Fig. 1: run 1, placement density heat map
The die is cut into 17 by 17 equal tiles; black is low, pale yellow is high, 0 to 100% covered.
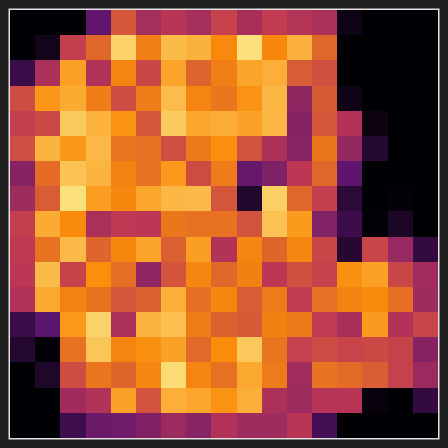
Fig. 2: run 1, placement by cell class
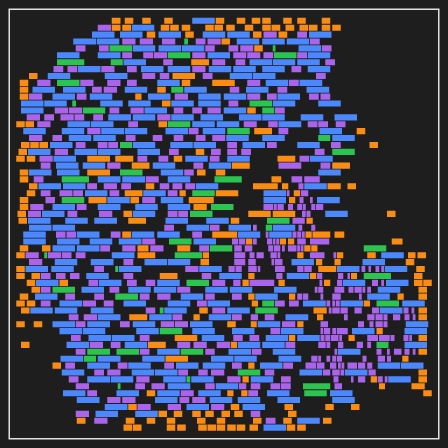
Fig. 3: run 1, where the registers sit
Other sequential cells in the stronger gray, the rest of the logic in the fainter gray.
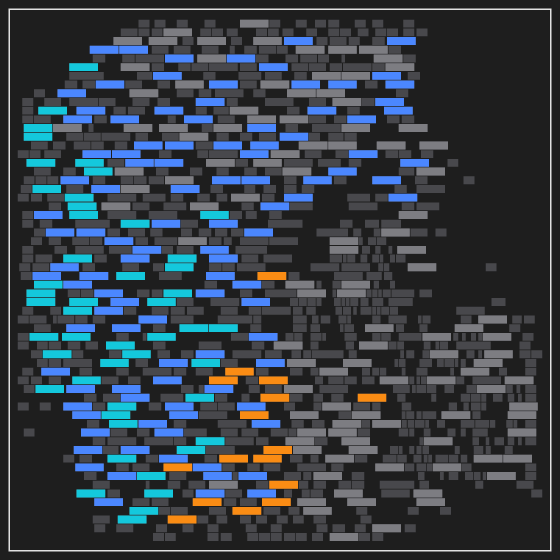
<file path="src/rtl/mii_rx_frame_parser.sv">
// Receive-side Ethernet frame parser: lane-to-octet assembly, preamble/SFD check,
// header extraction and payload streaming. Optional macro: RX_ADDR_FILTER_EN.
module mii_rx_frame_parser #(
    parameter int          DW      = 4,
    parameter int          MIN_PRE = 7,
    parameter logic [47:0] MY_MAC  = 48'h54ff01212324
) (
    input  logic          clk,
    input  logic          SW0,
    input  logic          rx_en,
    input  logic [DW-1:0] rx_d,
    output logic [47:0]   dst_mac,
    output logic [47:0]   src_mac,
    output logic [15:0]   eth_type,
    output logic          hdr_valid,
    output logic [7:0]    pl_data,
    output logic          pl_valid,
    output logic          pl_last,
    output logic [10:0]   pl_len,
    output logic          pre_err,
    output logic          runt_err,
    output logic          align_err
);
    // state | meaning
    // IDLE  | waiting for first preamble octet
    // PRE   | counting 0x55 octets, waiting for SFD
    // HDR   | collecting 14 header octets
    // PAY   | streaming payload through a one-octet holding register
    // DROP  | frame rejected, ignore until rx_en falls
    typedef enum logic [2:0] {IDLE, PRE, HDR, PAY, DROP} state_t;

    if (!(DW == 4 || DW == 8)) begin : g_bad_dw
        $error("DW must be 4 or 8");
    end
    if (MIN_PRE < 1 || MIN_PRE > 7) begin : g_bad_min_pre
        $error("MIN_PRE must be in 1..7");
    end
    if (MY_MAC[40]) begin : g_bad_mac
        $error("MY_MAC must be a unicast address");
    end

    logic       phase;
    logic       octet_done;
    logic [7:0] octet;

    if (DW == 4) begin : g_nib
        logic [3:0] nib_lo;
        always_ff @(posedge clk or negedge SW0) begin
            if (!SW0) begin
                phase  <= 1'b0;
                nib_lo <= 4'h0;
            end else if (!rx_en) begin
                phase  <= 1'b0;
            end else begin
                phase <= ~phase;
                if (!phase) nib_lo <= rx_d;
            end
        end
        assign octet_done = rx_en & phase;
        assign octet      = {rx_d, nib_lo};
    end else begin : g_byte
        assign phase      = 1'b0;
        assign octet_done = rx_en;
        assign octet      = rx_d;
    end

    state_t        state, state_nxt;
    logic [2:0]    pre_cnt, pre_cnt_nxt;
    logic [3:0]    hdr_cnt, hdr_cnt_nxt;
    logic          held_vld, held_vld_nxt;
    logic [7:0]    held;
    logic [103:0]  hdr_sr;
    logic [111:0]  hdr_full;
    logic [10:0]   pl_cnt;
    logic [11:0]   pl_cnt_inc;
    logic [10:0]   pl_cnt_sat;
    logic          addr_ok;
    logic          emit, emit_last, hdr_load;
    logic          pre_err_nxt, runt_err_nxt, align_err_nxt;

    assign hdr_full   = {hdr_sr, octet};
    assign pl_cnt_inc = {1'b0, pl_cnt} + 12'd1;
    assign pl_cnt_sat = pl_cnt_inc[11] ? 11'h7ff : pl_cnt_inc[10:0];

`ifdef RX_ADDR_FILTER_EN
    assign addr_ok = (hdr_full[111:64] == MY_MAC) || (hdr_full[111:64] == 48'hffffffffffff);
`else
    assign addr_ok = 1'b1;
`endif

    always_ff @(posedge clk or negedge SW0) begin
        if (!SW0) begin
            state    <= IDLE;
            pre_cnt  <= 3'd0;
            hdr_cnt  <= 4'd0;
            held_vld <= 1'b0;
        end else begin
            state    <= state_nxt;
            pre_cnt  <= pre_cnt_nxt;
            hdr_cnt  <= hdr_cnt_nxt;
            held_vld <= held_vld_nxt;
        end
    end

    always_comb begin
        state_nxt     = state;
        pre_cnt_nxt   = pre_cnt;
        hdr_cnt_nxt   = hdr_cnt;
        held_vld_nxt  = held_vld;
        emit          = 1'b0;
        emit_last     = 1'b0;
        hdr_load      = 1'b0;
        pre_err_nxt   = 1'b0;
        runt_err_nxt  = 1'b0;
        align_err_nxt = 1'b0;
        if (!rx_en) begin
            // end of frame: a half-assembled octet is an alignment fault
            align_err_nxt = phase;
            case (state)
                PAY: begin
                    emit      = held_vld;
                    emit_last = held_vld;
                end
                HDR:     runt_err_nxt = 1'b1;
                PRE:     pre_err_nxt  = 1'b1;
                default: ;
            endcase
            state_nxt    = IDLE;
            pre_cnt_nxt  = 3'd0;
            hdr_cnt_nxt  = 4'd0;
            held_vld_nxt = 1'b0;
        end else if (octet_done) begin
            case (state)
                IDLE: begin
                    if (octet == 8'h55) begin
                        state_nxt   = PRE;
                        pre_cnt_nxt = 3'd1;
                    end else begin
                        state_nxt   = DROP;
                        pre_err_nxt = 1'b1;
                    end
                end
                PRE: begin
                    if (octet == 8'h55) begin
                        if (pre_cnt != 3'd7) pre_cnt_nxt = pre_cnt + 3'd1;
                    end else if (octet == 8'hd5 && pre_cnt >= 3'(MIN_PRE)) begin
                        state_nxt   = HDR;
                        hdr_cnt_nxt = 4'd0;
                    end else begin
                        state_nxt   = DROP;
                        pre_err_nxt = 1'b1;
                    end
                end
                HDR: begin
                    if (hdr_cnt == 4'd13) begin
                        hdr_cnt_nxt = 4'd0;
                        if (addr_ok) begin
                            hdr_load     = 1'b1;
                            state_nxt    = PAY;
                            held_vld_nxt = 1'b0;
                        end else begin
                            state_nxt = DROP;
                        end
                    end else begin
                        hdr_cnt_nxt = hdr_cnt + 4'd1;
                    end
                end
                PAY: begin
                    emit         = held_vld;
                    held_vld_nxt = 1'b1;
                end
                default: ;
            endcase
        end
    end

    always_ff @(posedge clk or negedge SW0) begin
        if (!SW0) begin
            held      <= 8'h00;
            hdr_sr    <= '0;
            dst_mac   <= '0;
            src_mac   <= '0;
            eth_type  <= '0;
            hdr_valid <= 1'b0;
            pl_data   <= 8'h00;
            pl_valid  <= 1'b0;
            pl_last   <= 1'b0;
            pl_len    <= '0;
            pl_cnt    <= '0;
            pre_err   <= 1'b0;
            runt_err  <= 1'b0;
            align_err <= 1'b0;
        end else begin
            hdr_valid <= hdr_load;
            pl_valid  <= emit;
            pl_last   <= emit_last;
            pre_err   <= pre_err_nxt;
            runt_err  <= runt_err_nxt;
            align_err <= align_err_nxt;
            if (state == HDR && octet_done) hdr_sr <= hdr_full[103:0];
            if (state == PAY && octet_done) held <= octet;
            if (hdr_load) begin
                dst_mac  <= hdr_full[111:64];
                src_mac  <= hdr_full[63:16];
                eth_type <= hdr_full[15:0];
                pl_cnt   <= '0;
            end
            if (emit) begin
                pl_data <= held;
                if (emit_last) begin
                    pl_len <= pl_cnt_sat;
                    pl_cnt <= '0;
                end else begin
                    pl_cnt <= pl_cnt_sat;
                end
            end
        end
    end

endmodule
</file>
<file path="config.mk">
export PLATFORM = sky130hd
export DESIGN_NAME = mii_rx_frame_parser
export DESIGN_NICKNAME = d
export VERILOG_FILES = /design/src/rtl/mii_rx_frame_parser.sv
export SDC_FILE = /design/constraint.sdc
export NUM_CORES = 1
export LEC_CHECK = 0
export CORE_MARGIN = 2
export CORE_UTILIZATION = 40
export DETAILED_ROUTE_END_ITERATION = 8
export PLACE_DENSITY = 0.65
export SLEW_MARGIN = 0
export SYNTH_ARGS = -nofsm -noshare
export SYNTH_HDL_FRONTEND = slang
export SYNTH_SLANG_ARGS = --single-unit
</file>
<file path="constraint.sdc">
create_clock -name clk -period 1.9 [get_ports clk]
set_input_delay 0.285 -clock clk [delete_from_list [all_inputs] [get_ports clk]]
set_output_delay 0.285 -clock clk [all_outputs]
set_load 0.02 [all_outputs]
</file>
==> impl_metrics.yaml, run 1 <==
# physical design summary
power:
  power.ir.vdd_worst_uv: 538.9
  power-top-group: "the clock network"
  power.internal_mw: 9.984
  leakagePower_nw: 7.060
  swShare_pct: 20.22
detailed_routing:
  wl_um: 24080
sta:
  rsz0062_at_grt: "true"
  maxSlewViolCount: 0
  finalSetupViolCount: 21
  layout_setup_ws_ns: -0.02085
  hold_viol_final: 0
clock_tree:
  cts_buffers: 28
  cts_buffer_depth: 3
  clk_latency_ns: 0.53
  htreeDepth: 1
  cts_tree: "yes"
outcome:
  violations: "negative setup slack"
  status: "finished, violations left"
place:
  dp_hpwl_um: 15110
  place.gp.congestion: 0.7664
worst_setup_path:
  crit_buf_inv: 4
  critPathKind: "reg -> reg"
  cp_max_fo: 6
logic_synthesis:
  floorplan.nets: 719
  synth.top_cell.area_share_pct: 63.56
  synth_flops: 276
  yosysSeqAreaShare_pct: 63.56
cells_and_area:
  largestRegisters: "hdr_sr (104), dst_mac (48), src_mac (48)"
  largest_reg_flops: 104
global_route:
  grtUsageMet1_pct: 23.71
-- Fig. 1 (at the start) --
emptiest ninth of the die: top right
mean over tiles: 51%
nearly empty tiles: 14%
fullest tile: 93%
tiles over 75% full: 22%

-- Fig. 2 (at the start) --
| color | class | cells | share of their area |
|---|---|---|---|
| orange | remaining buffers and delay cells | 222 | 17% |
| purple | remaining logic cells | 396 | 28% |
| green | clock drivers and dummy loads | 52 | 7.3% |
| blue | registers | 276 | 47% |

-- Fig. 3 (at the start) --
| color | netlist name | sequential cells |
|---|---|---|
| cyan | `src_mac` | 48 |
| blue | `hdr_sr` | 104 |
| orange | `eth_type` | 16 |

[run 1: cells in the mapped netlist, types with 2 or more instances]
cell type and number:
a21boi_0 3, a21o_1 2, a21oi_1 10, a22o_1 7, a2bb2oi_1 2, a31oi_1 6, and4_1 5, buf_2 16
buf_4 14, clkbuf_1 4, dfrtp_1 276, ha_1 5, inv_1 8, mux2_2 238, nand2_1 14, nand2b_1 3
nand3_1 4, nand4_1 2, nand4b_1 2, nor2_1 17, nor2b_1 3, nor3_1 6, nor3_2 3, o21a_1 3
o21ai_0 11, o22a_1 3, o22ai_1 5, o2bb2ai_1 3, o31ai_1 4, or3b_2 2, xnor2_1 3, xor2_1 2
[run 1: timing repair]
| item | 4_1_cts | 5_1_grt |
|---|---|---|
| setup buffers | 0 | 3 |
| endpoints found under the setup margin | 1 | 114 |
| pin swaps | 0 | 2 |
| gates cloned | 0 | 12 |
| hold endpoints to repair | 57 | 0 |
| gates resized | 1 | 110 |
| hold buffers | 1 | 0 |
[run 1: layout by cell type, fill, tap and decap left out, types with 5 or more instances in the layout]
master,instances
a21oi_1,9
a22o_1,7
a31oi_1,6
and4_1,5
buf_12,16
buf_4,43
buf_8,5
bufinv_16,6
clkbuf_16,38
clkbuf_8,8
clkdlybuf4s50_1,139
dfrtp_1,276
inv_1,7
mux2_2,158
mux2_4,80
nand2_1,14
nor2_1,16
nor3_1,6
o21ai_0,10
o22ai_1,5
[run 1: worst reg2reg max path, cell delays in order (launching register included)]
cell,delay [ns]
dfrtp_1,0.38
inv_2,0.08
ha_4,0.14
nand3_4,0.09
nor4_4,0.27
buf_6,0.18
buf_12,0.16
clkbuf_16,0.18
mux2_2,0.33
[run 1: path summary, 6_finish.rpt]
| check | from | to | slack (ns) | cells past startpoint |
|---|---|---|---|---|
| setup / recovery | hdr_cnt[1]$_DFFE_PN0P_ | src_mac[24]$_DFFE_PN0P_ | -0.02 | 8 |
| hold / removal | SW0 | pl_cnt[0]$_DFFE_PN0P_ | 0.31 | 2 |
| setup reg to reg | hdr_cnt[1]$_DFFE_PN0P_ | src_mac[24]$_DFFE_PN0P_ | -0.02 | 8 |
| hold reg to reg | held_vld$_DFFE_PN0P_ | held_vld$_DFFE_PN0P_ | 0.47 | 1 |
| max in group asynchronous | SW0 | pre_cnt[1]$_DFFE_PN0P_ | 0.93 | 3 |
| min in group clk | held_vld$_DFFE_PN0P_ | held_vld$_DFFE_PN0P_ | 0.47 | 1 |
[run 1: cell families (layout without fill, tap and decap cells)]
| family | after synthesis | after routing | synth area share, % |
|---|---|---|---|
| and+or+nand+nor | 74 | 74 | 4.214 |
| adders and majority gates | 5 | 5 | 0.5757 |
| AOI/OAI and AO/OA | 64 | 64 | 4.237 |
| muxes | 239 | 239 | 24.76 |
| DFF | 276 | 276 | 63.56 |
| xor gates and xnor gates | 5 | 5 | 0.4031 |
| buffers and inverters | 44 | 283 | 2.257 |
[run 1: layout make-up]
class                   count  area (um2)  share of cell area, %
flip-flops and latches    276        6907                  46.13
multi-input cells         387        4053                  27.07
repair buffers            222        2495                  16.66
well taps                 341       426.7                  2.850
clock inverters            11       207.7                  1.387
inverters                   9       33.78                 0.2256
clock buffers              41       850.8                  5.682
--- run 2 (diff from run 1) ---
--- a/config.mk
+++ b/config.mk
@@ -8,6 +8,7 @@
 export CORE_MARGIN = 2
 export CORE_UTILIZATION = 40
 export DETAILED_ROUTE_END_ITERATION = 8
+export GPL_TIMING_DRIVEN = 1
 export PLACE_DENSITY = 0.65
 export SLEW_MARGIN = 0
 export SYNTH_ARGS = -nofsm -noshare
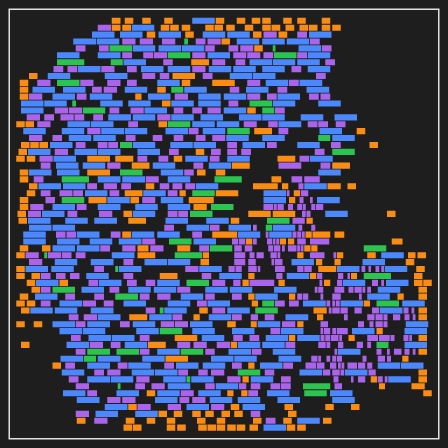
Fig. 4. Placement by cell class (run 2).
| color | class | cells | share of their area |
|---|---|---|---|
| orange | remaining buffers and delay cells | 222 | 17% |
| blue | registers | 276 | 47% |
| green | clock drivers and dummy loads | 52 | 7.3% |
| purple | remaining logic cells | 396 | 28% |

==> run 2 against run 1 <==
Compared with the run above:
- the flow still finishes with violations (negative setup slack)
- die area unchanged
- sequential share of layout area unchanged
- combinational power about the same
- setup slack unchanged
==> impl_metrics.yaml, run 2 <==
# physical design summary
sta:
  maxSlewViolCount: 0
  rsz0062_at_grt: "true"
  layout_setup_ws_ns: -0.02085
  hold_viol_final: 0
  finalSetupViolCount: 21
  finalCritPeriodShare_pct: 101.1
power:
  power.internal_mw: 9.984
  leakagePower_nw: 7.060
  power.ir.vdd_worst_uv: 538.9
  power.switching_mw: 2.531
  swShare_pct: 20.22
cells_and_area:
  layout_top_cell: "dfrtp_1"
  largestRegisters: "hdr_sr (104), dst_mac (48), src_mac (48)"
  lay_top_cells: "dfrtp_1, mux2_2, clkdlybuf4s50_1"
  largest_reg_flops: 104
worst_setup_path:
  critPathKind: "reg -> reg"
  cp.arrival_ns: 2.33
  crit_buf_inv: 4
  cp_max_fo: 6
place:
  place.gp.congestion: 0.7664
  dp_hpwl_um: 15110
logic_synthesis:
  aoi_share_pct: 4.237
  top_cells_by_area: "dfrtp_1, mux2_2, buf_4, buf_2, nor2_1"
  synthTopCellsByCount: "dfrtp_1, mux2_2, nor2_1"
  yosysSeqAreaShare_pct: 63.56
  synth_flops: 276
  simple_gate_area_share_pct: 4.214
  synth.logic.top_family: "multiplexers"
  ys_sh_xor_pct: 0.4030
  ys_sh_mux_pct: 24.76
  synth.top_cell.area_share_pct: 63.56
  synth.most_common_cell: "dfrtp_1"
  ys.warnings.count: 0
  ys_sh_adder_pct: 0.5757
  floorplan.nets: 719
clock_tree:
  clk_latency_ns: 0.53
  cts_buffers: 28
  htreeDepth: 1
  cts_tree: "yes"
  cts_buffer_depth: 3
  clkTransAtPathRegs_ns: 0.06
outcome:
  violations: "negative setup slack"
  status: "finished, violations left"
detailed_routing:
  wl_um: 24080
  ant_nets: 0
  vias: 6493
run:
  drv_cap: 0
die:
  io_pins: 144
-- run 2: cell counts in the layout (fill, tap and decap cells not counted) --
No cell type changed its count.
-- run 2: layout make-up --
| cell class | count | area, um2 | share of cell area (%) |
|---|---|---|---|
| clock buffers | 41 | 850.8 | 5.682 |
| clock inverters | 11 | 207.7 | 1.387 |
| inverters | 9 | 33.78 | 0.2256 |
| multi-input cells | 387 | 4053 | 27.07 |
| flip-flops and latches | 276 | 6907 | 46.13 |
| well taps | 341 | 426.7 | 2.850 |
| repair buffers | 222 | 2495 | 16.66 |
-- run 2: power groups by stage --
stage / combinational (mW) / clock, mW / sequential, mW
finish: 0.386 / 6.18 / 5.95
global route: 0.435 / 6.56 / 5.95
CTS: 0.393 / 6.30 / 5.95
detailed placement: 0.391 / 0 / 6.06
global placement: 0.389 / 0 / 6.06
floorplan: 0.0867 / 0 / 6.08
-- run 2: kinds of logic (layout without fill, tap and decap cells) --
family                     after synthesis  in the layout
DFF                                    276            276
muxes                                  239            239
and+or+nand+nor                         74             74
AOI/OAI and AO/OA                       64             64
buffers and inverters                   44            283
adders and majority gates                5              5
xor gates and xnor gates                 5              5
-- run 2: metrics by stage --
step,TNS [ns],power (mW)
after detailed placement,-22.64,6.451
after CTS,0,12.64
final,-0.1137,12.51
after global routing,-4.163,12.95
after floorplan,0,6.170
after global placement,-19.89,6.447
-- run 2: final timing paths --
check,startpoint,to,slack (ns),depth (start not counted)
hold / removal,SW0,pl_cnt[0]$_DFFE_PN0P_,0.31,2
max in group asynchronous,SW0,pre_cnt[1]$_DFFE_PN0P_,0.93,3
min in group clk,held_vld$_DFFE_PN0P_,held_vld$_DFFE_PN0P_,0.47,1
hold reg to reg,held_vld$_DFFE_PN0P_,held_vld$_DFFE_PN0P_,0.47,1
setup / recovery,hdr_cnt[1]$_DFFE_PN0P_,src_mac[24]$_DFFE_PN0P_,-0.02,8
setup reg to reg,hdr_cnt[1]$_DFFE_PN0P_,src_mac[24]$_DFFE_PN0P_,-0.02,8
-- run 2: layer usage --
metal / routed length (um) / GRT usage [%] / vias to the layer above
met1: 11640 / 23.71 / 3352
met3: 1067 / 3.180 / 31
li1: - / - / 2986
met5: 0 / 0 / -
met4: 343 / 3.373 / 0
met2: 11030 / 23.91 / 124
-- run 2: timing repair --
item,CTS,global route
cloned,0,12
hold buffers,1,0
pin swaps,0,2
setup buffers,0,3
endpoints found under the setup margin,1,114
endpoints found under the hold margin,57,0
resized,1,110
Power figures rest on the tool's default switching activity, not on a simulated workload.
